$ cat src/rtl/pipe_ctrl_unit.sv
// Pipeline control sequencer: turns hazard-unit stall/flush requests into
// per-stage enables, clears and bubbles, and counts stall and flush activity.
module pipe_ctrl_unit #(
    parameter int LD2_CYC = 2,
    parameter int CNT_W   = 32
) (
    input  logic             clk,
    input  logic             rst_n,
    input  logic             stall_ld_2clk_i,
    input  logic             stall_ld_1clk_i,
    input  logic             flush_d_i,
    input  logic             flush_f_i,
    input  logic             ext_stall_i,
    output logic             en_f_o,
    output logic             en_d_o,
    output logic             clr_d_o,
    output logic             clr_e_o,
    output logic             en_back_o,
    output logic             busy_o,
    output logic [CNT_W-1:0] stall_cnt_o,
    output logic [CNT_W-1:0] flush_cnt_o
);

    typedef enum logic {RUN = 1'b0, STALL = 1'b1} state_e;

    localparam logic [3:0] REM_INIT = 4'(LD2_CYC - 1);

    state_e            state_q, state_d;
    logic [3:0]        rem_q, rem_d;
    logic [CNT_W-1:0]  stall_cnt_q, stall_cnt_d;
    logic [CNT_W-1:0]  flush_cnt_q, flush_cnt_d;
    logic              frz, ldst;

    assign frz  = ext_stall_i;
    // A decode flush kills the dependent instruction, so it cancels any stall.
    assign ldst = !frz && !flush_d_i &&
                  (((state_q == RUN) && (stall_ld_2clk_i || stall_ld_1clk_i)) ||
                   (state_q == STALL));

    always_ff @(posedge clk or negedge rst_n) begin
        if (!rst_n) begin
            state_q     <= RUN;
            rem_q       <= 4'd0;
            stall_cnt_q <= '0;
            flush_cnt_q <= '0;
        end else begin
            state_q     <= state_d;
            rem_q       <= rem_d;
            stall_cnt_q <= stall_cnt_d;
            flush_cnt_q <= flush_cnt_d;
        end
    end

    always_comb begin
        state_d     = state_q;
        rem_d       = rem_q;
        stall_cnt_d = stall_cnt_q;
        flush_cnt_d = flush_cnt_q;
        if (!frz) begin
            unique case (state_q)
                RUN: begin
                    if (!flush_d_i && stall_ld_2clk_i) begin
                        state_d = STALL;
                        rem_d   = REM_INIT;
                    end
                end
                STALL: begin
                    if (flush_d_i || rem_q == 4'd1) begin
                        state_d = RUN;
                        rem_d   = 4'd0;
                    end else begin
                        rem_d = rem_q - 4'd1;
                    end
                end
                default: begin
                    state_d = RUN;
                    rem_d   = 4'd0;
                end
            endcase
            if (ldst)
                stall_cnt_d = stall_cnt_q + {{(CNT_W-1){1'b0}}, 1'b1};
            if (flush_d_i || flush_f_i)
                flush_cnt_d = flush_cnt_q + {{(CNT_W-1){1'b0}}, 1'b1};
        end
    end

    // Controls are forced low while reset is asserted, independent of inputs.
    always_comb begin
        en_f_o    = 1'b0;
        en_d_o    = 1'b0;
        clr_d_o   = 1'b0;
        clr_e_o   = 1'b0;
        en_back_o = 1'b0;
        busy_o    = 1'b0;
        if (rst_n) begin
            en_f_o    = !frz && (!ldst || flush_f_i);
            en_d_o    = !frz && !ldst;
            clr_d_o   = !frz && flush_f_i && !ldst;
            clr_e_o   = !frz && (ldst || flush_d_i);
            en_back_o = !frz;
            busy_o    = (state_q == STALL);
        end
    end

    assign stall_cnt_o = stall_cnt_q;
    assign flush_cnt_o = flush_cnt_q;

endmodule

$ cat config.mk
export PLATFORM = sky130hd
export DESIGN_NAME = pipe_ctrl_unit
export DESIGN_NICKNAME = d
export VERILOG_FILES = /design/src/rtl/pipe_ctrl_unit.sv
export SDC_FILE = /design/constraint.sdc
export NUM_CORES = 1
export LEC_CHECK = 0
export CAP_MARGIN = 20
export CORE_MARGIN = 2
export CORE_UTILIZATION = 55
export DETAILED_ROUTE_END_ITERATION = 8
export PLACE_DENSITY = 0.86
export SETUP_SLACK_MARGIN = 0.2
export SLEW_MARGIN = 25
export SYNTH_ARGS = -nofsm -noshare
export SYNTH_HDL_FRONTEND = slang
export SYNTH_SLANG_ARGS = --single-unit
$ cat constraint.sdc
create_clock -name clk -period 2.8 [get_ports clk]
set_clock_uncertainty 0.05 [all_clocks]
set_input_delay 0.84 -clock clk [delete_from_list [all_inputs] [get_ports clk]]
set_output_delay 0.84 -clock clk [all_outputs]
set_load 0.05 [all_outputs]
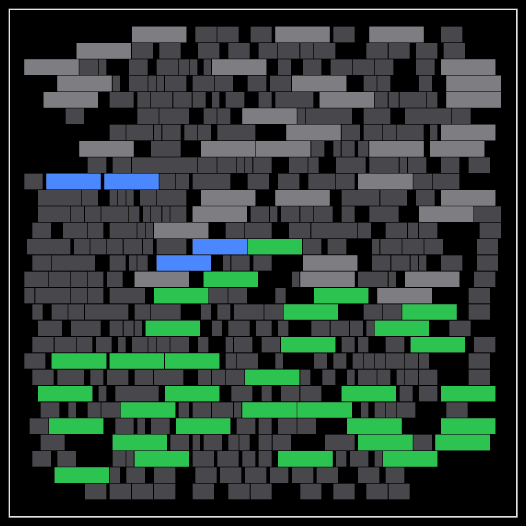
Fig. 1. Where the registers sit.
Scale: 6 px per micron.
green -> stall_cnt_o  # flops 32
blue -> rem_q  # flops 4
not coloured = 33

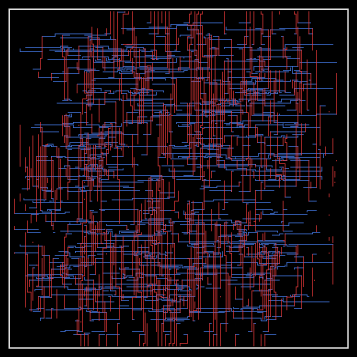
Fig. 2. Signal wires by layer.
Scale: 4 px per micron. Two of the layers only.
blue -> metal 1  # wire length 3490 microns
red -> metal 2  # wire length 4000 microns

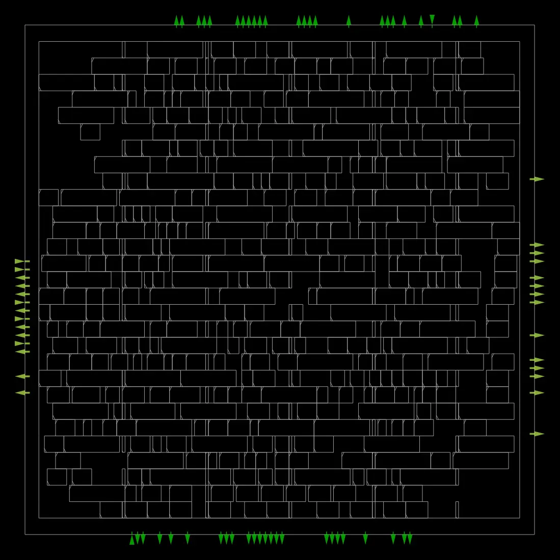
Fig. 3. Cell outlines without signal wires.
Flop Count: 69
non-filler cells, final: 489
flop share of the area: 36.5%
Fill cells: 441
core area: 0.00628 sq mm

cell families after synthesis:
group,synth area share [%]
simple gates,27.9
flops,48.6
xor+xnor,15.3
buf+inv,2.71
compound gates,3.42
fa+ha+maj,1.41
mux,0.634
final timing paths:
| check | start | endpoint |
|---|---|---|
| worst max-delay path | stall_ld_1clk_i | clr_e_o |
| worst min-delay path | flush_cnt_o[31] | flush_cnt_o[31] |
| worst max register to register | state_q | stall_cnt_o[31] |
| worst min register to register | flush_cnt_o[31] | flush_cnt_o[31] |
| max in group asynchronous | rst_n | rem_q[1] |
| min in group asynchronous | rst_n | stall_cnt_o[1] |
through the flow:
stage	area (sq um)	util [%]	setup TNS, ps	setup WS (ps)	cells
floorplan	3570	-	0	173	316
global placement	4500	71.7	-335	-129	473
detailed placement	4500	71.7	-586	-198	473
CTS	4720	75.2	0	223	489
global route	4730	75.3	0	203	489
finish	4730	75.3	0	230	489
where the power goes:
part	switching (W)	total [W]	internal, W
Sequential	0.000173	0.00128	0.00110
Combinational	0.000551	0.000870	0.000318
Clock	0.000340	0.000815	0.000476
Total	0.00106	0.00296	0.00190
layer usage:
layer	track usage, %	wire (microns)
met3	3.83	273
met4	10.5	172
met5	0	0
met1	31.4	3490
met2	36.7	4000
Yosys cell counts (2+ instances only):
cell	instances
o21ai_1	2
nand2b_1	2
nor4_2	7
and4_1	9
buf_2	5
nand4b_1	4
mux2_2	2
nor4_1	4
nor4_4	3
o21bai_1	2
nand3_1	16
and2_1	7
xnor2_1	31
o31ai_1	2
nand4_1	21
and3_1	8
o21a_1	3
nand3_4	4
buf_6	2
ha_1	4
nor3_2	6
xor2_1	31
dfrtp_1	69
nand2_1	23
nor2_1	10
inv_1	11
a21o_1	2
nor3_1	11
timing repair:
item                                    in CTS  in global routing
gates resized                               16                  3
hold buffers                                 0                  0
endpoints found under the setup margin       6                  2
cloned                                       0                  0
pin swaps                                    5                  0
buffers inserted                             2                  0
final cells by class:
class / count / area share [%]
Clock buffer: 13 / 3.57
Sequential cell: 69 / 36.5
Clock inverter: 1 / 0.635
Multi-Input combinational cell: 228 / 37.2
Timing Repair Buffer: 90 / 19.1
Tap cell: 77 / 2.04
Inverter: 11 / 0.873
state kept, by name, indices dropped and copies added (netlist names):
signal / flops
stall_cnt_o: 32
state_q: 1
rem_q: 4
flush_cnt_o: 32
==> flow_summary.yaml <==
# synthesis and place-and-route metrics
critical_path:
  rrSetupSlack_ps: 950
  cp-end-kind: "primary output"
  startpoint_type: "input port"
  reg2reg_depth: 7
  cp.required_ps: 1910
  worst_path_max_delay_cell: "or3_4"
synth:
  synthesis.area_sq_mm: 0.00355
  ys_seq_share_pct: 48.6
  syn-num-nets: 327
  synthArstFlopShare_pct: 100
  synth-edff-count: 0
  flop_cell: "dfrtp_1"
  synth.avg_cell_area_sq_um: 11.2
  ys_cells: 316
  ys_types: 43
  top_area_share_pct: 48.6
  synth_chip_area_sq_mm: 0.00355
drt:
  routed_wl_microns: 7940
  wire_per_inst_microns: 16.2
  routed_via_density: 5.69
  drcViolationCount: 0
power:
  finalPower_w: 0.00296
finish:
  layout_top_cell_excl_fill_tap: "dfrtp_1"
  drive_gt1_share_pct: 16.3
  area_growth_pct: 33.2
  most-common-layout-cells: "dfrtp_1 (69), clkdlybuf4s50_1 (62), xnor2_1 (31), xor2_1 (31), nand2_1 (23)"
  logic_area_sq_mm: 0.00176
floorplan:
  fp.dieW_microns: 84.3
  fp_util_pct: 56.5
clock_network:
  htreeDepth: 3
  clkLatencyLatePin_ps: 330
  path_clk_slew_ps: 70
  numCtsBuffers: 9
  clock_sinks: 69
final_timing:
  worst_pin_slew_ps: 852
  hold_ws_ps: 425
  timing.fmax_ghz: 0.389
status:
  outcome: "finished, final reports clean"
min_path:
  hold_class: "flip-flop to flip-flop"
grt:
  antenna_found_initial: 0
  grt_overflow: 0
placed_design:
  place_congestion: 0.812
Power is estimated from default activity; no workload was simulated.
